`src/rtl/rs232_mem_pkg.sv`:
```
// Shared definitions for the RS232 command-path word memory: controller
// state encoding, default geometry and the parity helper used when the
// RS232_MEM_PARITY_EN build option stores a check bit with each word.
package rs232_mem_pkg;

  // Default geometry: one byte per word, 256 words.
  localparam int DW_DEFAULT    = 8;
  localparam int DEPTH_DEFAULT = 256;

  // Widest word the parity helper accepts; callers zero-extend into it.
  localparam int PARITY_MAX_W  = 64;

  // Controller states: clear sweep, wait for request, RAM access, hold response.
  typedef enum logic [1:0] {
    ST_CLEAR  = 2'd0,
    ST_IDLE   = 2'd1,
    ST_ACCESS = 2'd2,
    ST_RESP   = 2'd3
  } state_t;

  // Even parity bit: makes the total count of ones (data + bit) even.
  // Zero-extension does not change the result.
  function automatic logic even_parity(input logic [PARITY_MAX_W-1:0] data);
    return ^data;
  endfunction

endpackage

```
`src/rtl/rs232_mem_array.sv`:
```
// Single-port synchronous RAM: write-enable, shared address, and a
// registered read port with one cycle of latency. The read returns the
// word stored before any same-cycle write (read-first).
module rs232_mem_array
  import rs232_mem_pkg::*;
#(
  parameter  int W     = DW_DEFAULT,
  parameter  int DEPTH = DEPTH_DEFAULT,
  localparam int AW    = (DEPTH > 1) ? $clog2(DEPTH) : 1
) (
  input  logic          clk,
  input  logic          we,
  input  logic [AW-1:0] addr,
  input  logic [W-1:0]  wdata,
  output logic [W-1:0]  rdata
);

  logic [W-1:0] mem [DEPTH];

  // Storage write and registered read, one access per cycle.
  // NOTE: the array and its read register have no reset; storage contents
  // are defined by the controller's clear sweep, and keeping reset off the
  // memory lets it map onto block RAM. Sequential state uses <= so every
  // register samples the values from before the edge.
  always_ff @(posedge clk) begin
    if (we) begin
      mem[addr] <= wdata;
    end
    rdata <= mem[addr];
  end

endmodule

```
`src/rtl/rs232_mem_ctrl.sv`:
```
// RS232 command-path memory controller. A valid/ready request port reads or
// writes one word of a parametrised RAM, either at an explicit address or at
// an auto-incrementing burst pointer. Each request yields exactly one
// response held until it is consumed. A clear engine sweeps CLR_VALUE into
// every word after reset and whenever clr_req is seen in IDLE. Addresses at
// or beyond DEPTH (possible only for non-power-of-2 depths) are flagged via
// rsp_err and never touch the RAM.
//
// Build option: define RS232_MEM_PARITY_EN to store an even-parity bit with
// each word; a read whose stored parity disagrees with its data reports
// rsp_err but still returns the stored data.
module rs232_mem_ctrl
  import rs232_mem_pkg::*;
#(
  parameter  int            DW        = DW_DEFAULT,
  parameter  int            DEPTH     = DEPTH_DEFAULT,
  parameter  logic [DW-1:0] CLR_VALUE = '0,
  localparam int            AW        = $clog2(DEPTH)
) (
  input  logic          clk,
  input  logic          rst,
  // Request channel
  input  logic          req_valid,
  output logic          req_ready,
  input  logic          req_write,
  input  logic          req_inc,
  input  logic [AW-1:0] req_addr,
  input  logic [DW-1:0] req_wdata,
  // Response channel
  output logic          rsp_valid,
  input  logic          rsp_ready,
  output logic [DW-1:0] rsp_rdata,
  output logic          rsp_err,
  // Clear control
  input  logic          clr_req,
  output logic          clr_busy
);

`ifdef RS232_MEM_PARITY_EN
  localparam int RW = DW + 1;
`else
  localparam int RW = DW;
`endif

  // Last valid word address, and DEPTH widened by one bit so the range
  // compare also works when DEPTH is an exact power of 2.
  localparam logic [AW-1:0] LAST_ADDR = AW'(DEPTH - 1);
  localparam logic [AW:0]   DEPTH_EXT = (AW + 1)'(DEPTH);

  state_t        state;
  logic [AW-1:0] clr_ptr;     // next word the clear sweep writes
  logic [AW-1:0] ptr;         // burst pointer used when req_inc=1
  logic          acc_write;   // accepted request was a write
  logic          acc_oor;     // accepted request was out of range

  logic [AW-1:0] ea;          // effective address of the presented request
  logic          ea_oor;
  logic          accept;

  logic          ram_we;
  logic [AW-1:0] ram_addr;
  logic [RW-1:0] ram_wdata;
  logic [RW-1:0] ram_rdata;
  logic [RW-1:0] clr_word;
  logic [RW-1:0] req_word;
  logic [DW-1:0] rd_data;
  logic          rd_parity_err;

  assign ea        = req_inc ? ptr : req_addr;
  assign ea_oor    = {1'b0, ea} >= DEPTH_EXT;

  // A pending clear wins over a simultaneous request, so ready drops with it.
  assign req_ready = (state == ST_IDLE) && !clr_req;
  assign accept    = req_valid && req_ready;
  assign clr_busy  = (state == ST_CLEAR);

`ifdef RS232_MEM_PARITY_EN
  assign clr_word      = {even_parity(PARITY_MAX_W'(CLR_VALUE)), CLR_VALUE};
  assign req_word      = {even_parity(PARITY_MAX_W'(req_wdata)), req_wdata};
  assign rd_data       = ram_rdata[DW-1:0];
  assign rd_parity_err = ram_rdata[DW] != even_parity(PARITY_MAX_W'(rd_data));
`else
  assign clr_word      = CLR_VALUE;
  assign req_word      = req_wdata;
  assign rd_data       = ram_rdata;
  assign rd_parity_err = 1'b0;
`endif

  // RAM port mux: the clear sweep owns the port while clearing, otherwise
  // the request path drives it. Out-of-range addresses are parked at word 0
  // so the RAM never sees an index beyond DEPTH-1.
  // NOTE: every signal gets a default before the branches so no path leaves
  // one unassigned, which would otherwise infer a latch.
  always_comb begin
    ram_we    = 1'b0;
    ram_addr  = ea_oor ? '0 : ea;
    ram_wdata = req_word;
    if (state == ST_CLEAR) begin
      ram_we    = 1'b1;
      ram_addr  = clr_ptr;
      ram_wdata = clr_word;
    end else if (accept) begin
      ram_we    = req_write && !ea_oor;
    end
  end

  rs232_mem_array #(
    .W     (RW),
    .DEPTH (DEPTH)
  ) u_array (
    .clk   (clk),
    .we    (ram_we),
    .addr  (ram_addr),
    .wdata (ram_wdata),
    .rdata (ram_rdata)
  );

  // Controller FSM: clear sweep, request accept, read capture and response hold.
  always_ff @(posedge clk or posedge rst) begin
    if (rst) begin
      state     <= ST_CLEAR;
      clr_ptr   <= '0;
      ptr       <= '0;
      acc_write <= 1'b0;
      acc_oor   <= 1'b0;
      rsp_valid <= 1'b0;
      rsp_rdata <= '0;
      rsp_err   <= 1'b0;
    end else begin
      case (state)
        ST_CLEAR: begin
          // One word per cycle; the last word hands over to IDLE with the
          // burst pointer rewound.
          if (clr_ptr == LAST_ADDR) begin
            state   <= ST_IDLE;
            clr_ptr <= '0;
            ptr     <= '0;
          end else begin
            clr_ptr <= clr_ptr + 1'b1;
          end
        end

        ST_IDLE: begin
          if (clr_req) begin
            state   <= ST_CLEAR;
            clr_ptr <= '0;
          end else if (accept) begin
            state     <= ST_ACCESS;
            acc_write <= req_write;
            acc_oor   <= ea_oor;
            // Every access, explicit or not, seeds the next burst address.
            ptr       <= (ea_oor || (ea == LAST_ADDR)) ? '0 : ea + 1'b1;
          end
        end

        ST_ACCESS: begin
          // RAM read data is valid now; build the response from it.
          state     <= ST_RESP;
          rsp_valid <= 1'b1;
          rsp_rdata <= (acc_write || acc_oor) ? '0 : rd_data;
          rsp_err   <= acc_oor || (!acc_write && rd_parity_err);
        end

        ST_RESP: begin
          if (rsp_ready) begin
            state     <= ST_IDLE;
            rsp_valid <= 1'b0;
          end
        end

        default: begin
          state <= ST_CLEAR;
        end
      endcase
    end
  end

endmodule

```
`config.mk`:
```
export PLATFORM = sky130hd
export DESIGN_NAME = rs232_mem_ctrl
export DESIGN_NICKNAME = d
export VERILOG_FILES = /design/src/rtl/rs232_mem_pkg.sv /design/src/rtl/rs232_mem_array.sv /design/src/rtl/rs232_mem_ctrl.sv
export SDC_FILE = /design/constraint.sdc
export NUM_CORES = 2
export LEC_CHECK = 0
export CORE_AREA = 2 2 494 349
export CTS_CLUSTER_DIAMETER = 50
export DETAILED_ROUTE_END_ITERATION = 12
export DIE_AREA = 0 0 496 351
export SLEW_MARGIN = 25
export SYNTH_ARGS = -nofsm -noshare
export SYNTH_HDL_FRONTEND = slang
export SYNTH_SLANG_ARGS = --single-unit
```
`constraint.sdc`:
```
create_clock -name clk -period 23.9 [get_ports clk]
set_input_delay 4.78 -clock clk [delete_from_list [all_inputs] [get_ports clk]]
set_output_delay 4.78 -clock clk [all_outputs]
set_load 0.02 [all_outputs]
```
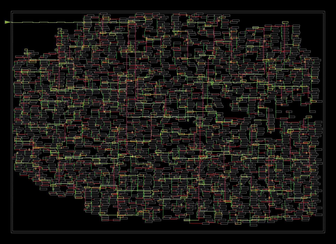
**Above:** the clock network.
clock-net power: 3.15 mW
clock buf count: 247
sequential cell count: 2084
clock latency at the later pin of the worst-skew pair: 0.84 ns

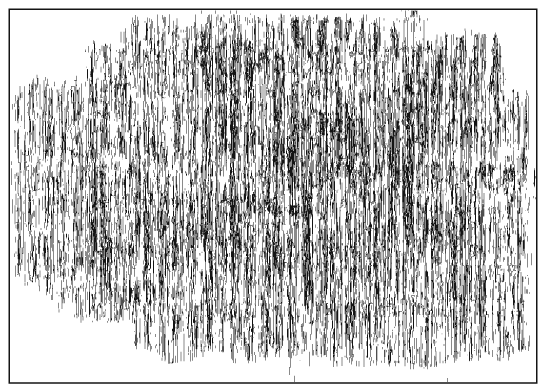
**Above:** signal wires on met2.
share of all routed wire = 43%
longest straight run = 120 um

==> notes.org <==
#+TITLE: Flow metrics

** Floorplan
- According to the floorplan report, the total die area is 174000 um2.
- In this run the count of I/O pins placed on the die edge is 35.
- Tap insertion was completed with 2257 tapcells.
- The floorplan step set the die width to between 400 and 500 um.

** Cells and area
- Area taken by flip-flops and latches :: between 60000 and 70000 um2
- After the flow finishes, the layout carries non-filler instances totaling 7528.
- Portion of the layout cell area used by non-clock buffers :: ~1.3%
- Combinational share of cell area :: between 20% and 30%
- Leaving out the clock tree, the finished layout contains a buffer count of ~140.
- Layout-stage area growth over the synthesis result :: 11.0%
- Non-CTS inverters :: approximately 87
- Number of combinational gates with multiple inputs :: 2598
- Combinational Area :: roughly 20000 um2

** Pwr
- The switching portion of total power comes to 19.7%.
- The internal power of the cells totals 5.72 mW.
- Power in sequential cells :: 3.95 mW
- The script extracted a net switching power of 1.40 mW.

** Clocking
- Looking at the post-CTS report, the setup buffer insertion count equals 0.
- Clock transition at the registers of the reported paths :: around 0.07 ns
- No sink is reached through more buffers than the 3 on the longest clock path.

** Synth
- Post-Synth Simple-Gate Area :: 7.21%
- Register share after synthesis :: 74.1%
- Share of the synthesized netlist area taken by xor and xnor gates :: 0.0625%
- Synth mux share :: a little under a tenth
- After synthesis, the largest family of logic cells by area is multiplexers.
- Ys cells :: 5110
- Post-synthesis chip area from yosys :: ~84000 um2
- Counting flops with a built-in enable in the synthesized netlist gives 2048.
- Commonest register cell after synthesis :: edfxtp_1

** Global routing
- Summed over all routing layers, the global router reports a total usage of 26.3%.
- Number of antenna violations at the first check in global routing :: 8
- Wire length of the first global-routing pass :: approximately 330000 um

** Place
- Number of placed instances with taps included :: 7162
- Post-detail-place hpwl :: between 100000 and 150000 um
- Placer's final routability congestion estimate :: 0.862

** Setup path
- The worst setup path is launched from a primary input.
- Classification of the worst setup path :: primary input to output pin
- The largest individual stage delay along the critical path comes from the cell clkdlybuf4s50_1.
- Critical R2R Capture :: u_array.rdata[6]
- Tracing the worst setup path back leads to its startpoint at clr_req.
- Total stage count of the critical path :: 4
- In this run the critical path is formed by clkdlybuf4s50_1 > nand2b_1 > inv_1 > clkdlybuf4s50_1.
- The arrival time of data at the worst endpoint is listed as 6.17 ns.

** Status
- Run status :: finished, final reports clean

** Worst hold path
- In the hold timing report, the worst path depth is 2.

** STA
- Worst max-slew margin expressed relative to the limit :: 18.6%
- Final Hold Viols :: 0
- Max-slew violations :: 0

** Routing
- Number of DRC markers in iteration 0 :: between 6000 and 7000
- Mean number of vias per cell :: about 6.4
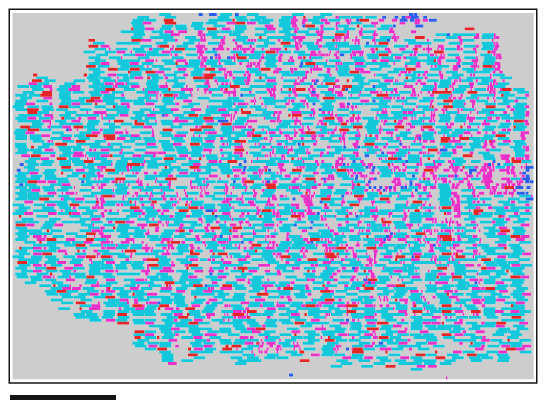
**Above:** placement by cell class.
Bar = 100 um. Fill, decap, tap and diode cells in grey.
other buffers and delay cells -> blue  # cells 137, share of their area 1.4%
flip-flops -> cyan  # cells 2084, share of their area 69%
clock drivers and dummy loads -> red  # cells 363, share of their area 7.1%
all other logic -> magenta  # cells 2685, share of their area 23%
utilization after layout: 55.0%
area of the core: 170000 um2
flop share of the area: 66.8%
standard-cell row count: 127

==> sequential cells by signal (all words and copies together) (netlist names) <==
signal and count:
u_array.mem 2048, acc_write 1, rsp_rdata 8, rsp_valid 1, ptr 8, state 2, clr_ptr 8, u_array.rdata 8
==> through the flow <==
stage                     hold WS [ns]  utilization [%]  worst slack, ns  cell area (um2)
after floorplan                  0.410                -            11.53            84100
after global placement           0.469             51.2            12.51            86800
after detailed placement         0.470             51.2            12.46            86900
after CTS                        0.471             55.0            12.95            93300
after global routing             0.499             55.0            12.89            93300
final                            0.475             55.0            12.95            93400
==> cells in the mapped netlist, types with 23 or more instances <==
cell type | count | share of area [%]
and3_1 | 131 | 0.97
dfrtp_1 | 28 | 0.83
buf_4 | 24 | 0.21
mux4_2 | 285 | 7.6
a221o_1 | 23 | 0.27
buf_1 | 31 | 0.14
a31oi_1 | 50 | 0.37
buf_2 | 63 | 0.37
edfxtp_1 | 2048 | 73
and2_1 | 24 | 0.18
mux2_2 | 28 | 0.37
o211ai_1 | 35 | 0.31
clkbuf_1 | 208 | 0.93
a32o_1 | 24 | 0.29
o31ai_1 | 23 | 0.21
a22o_1 | 54 | 0.56
nor2_1 | 297 | 1.3
nand3_1 | 237 | 1.4
o21ai_0 | 106 | 0.63
a2111oi_0 | 28 | 0.29
a221oi_1 | 111 | 1.2
a21oi_1 | 149 | 0.89
nand2_1 | 571 | 2.5
inv_1 | 87 | 0.39
mux2i_1 | 114 | 1.4
a22oi_1 | 56 | 0.50
==> metal layers <==
layer	global-route usage, %	share of wire [%]	up-vias
met5	0	0.0048	-
met4	6.62	2.3	2
li1	-	-	20300
met2	37.3	43	2637
met3	5.77	11	331
met1	41.4	44	25100
==> worst min-delay path: stages (launching register included) <==
cell and delay [ns]:
dfxtp_1 0.32, nand2_1 0.05, o21ai_0 0.06
Power figures rest on the tool's default switching activity, not on a simulated workload.
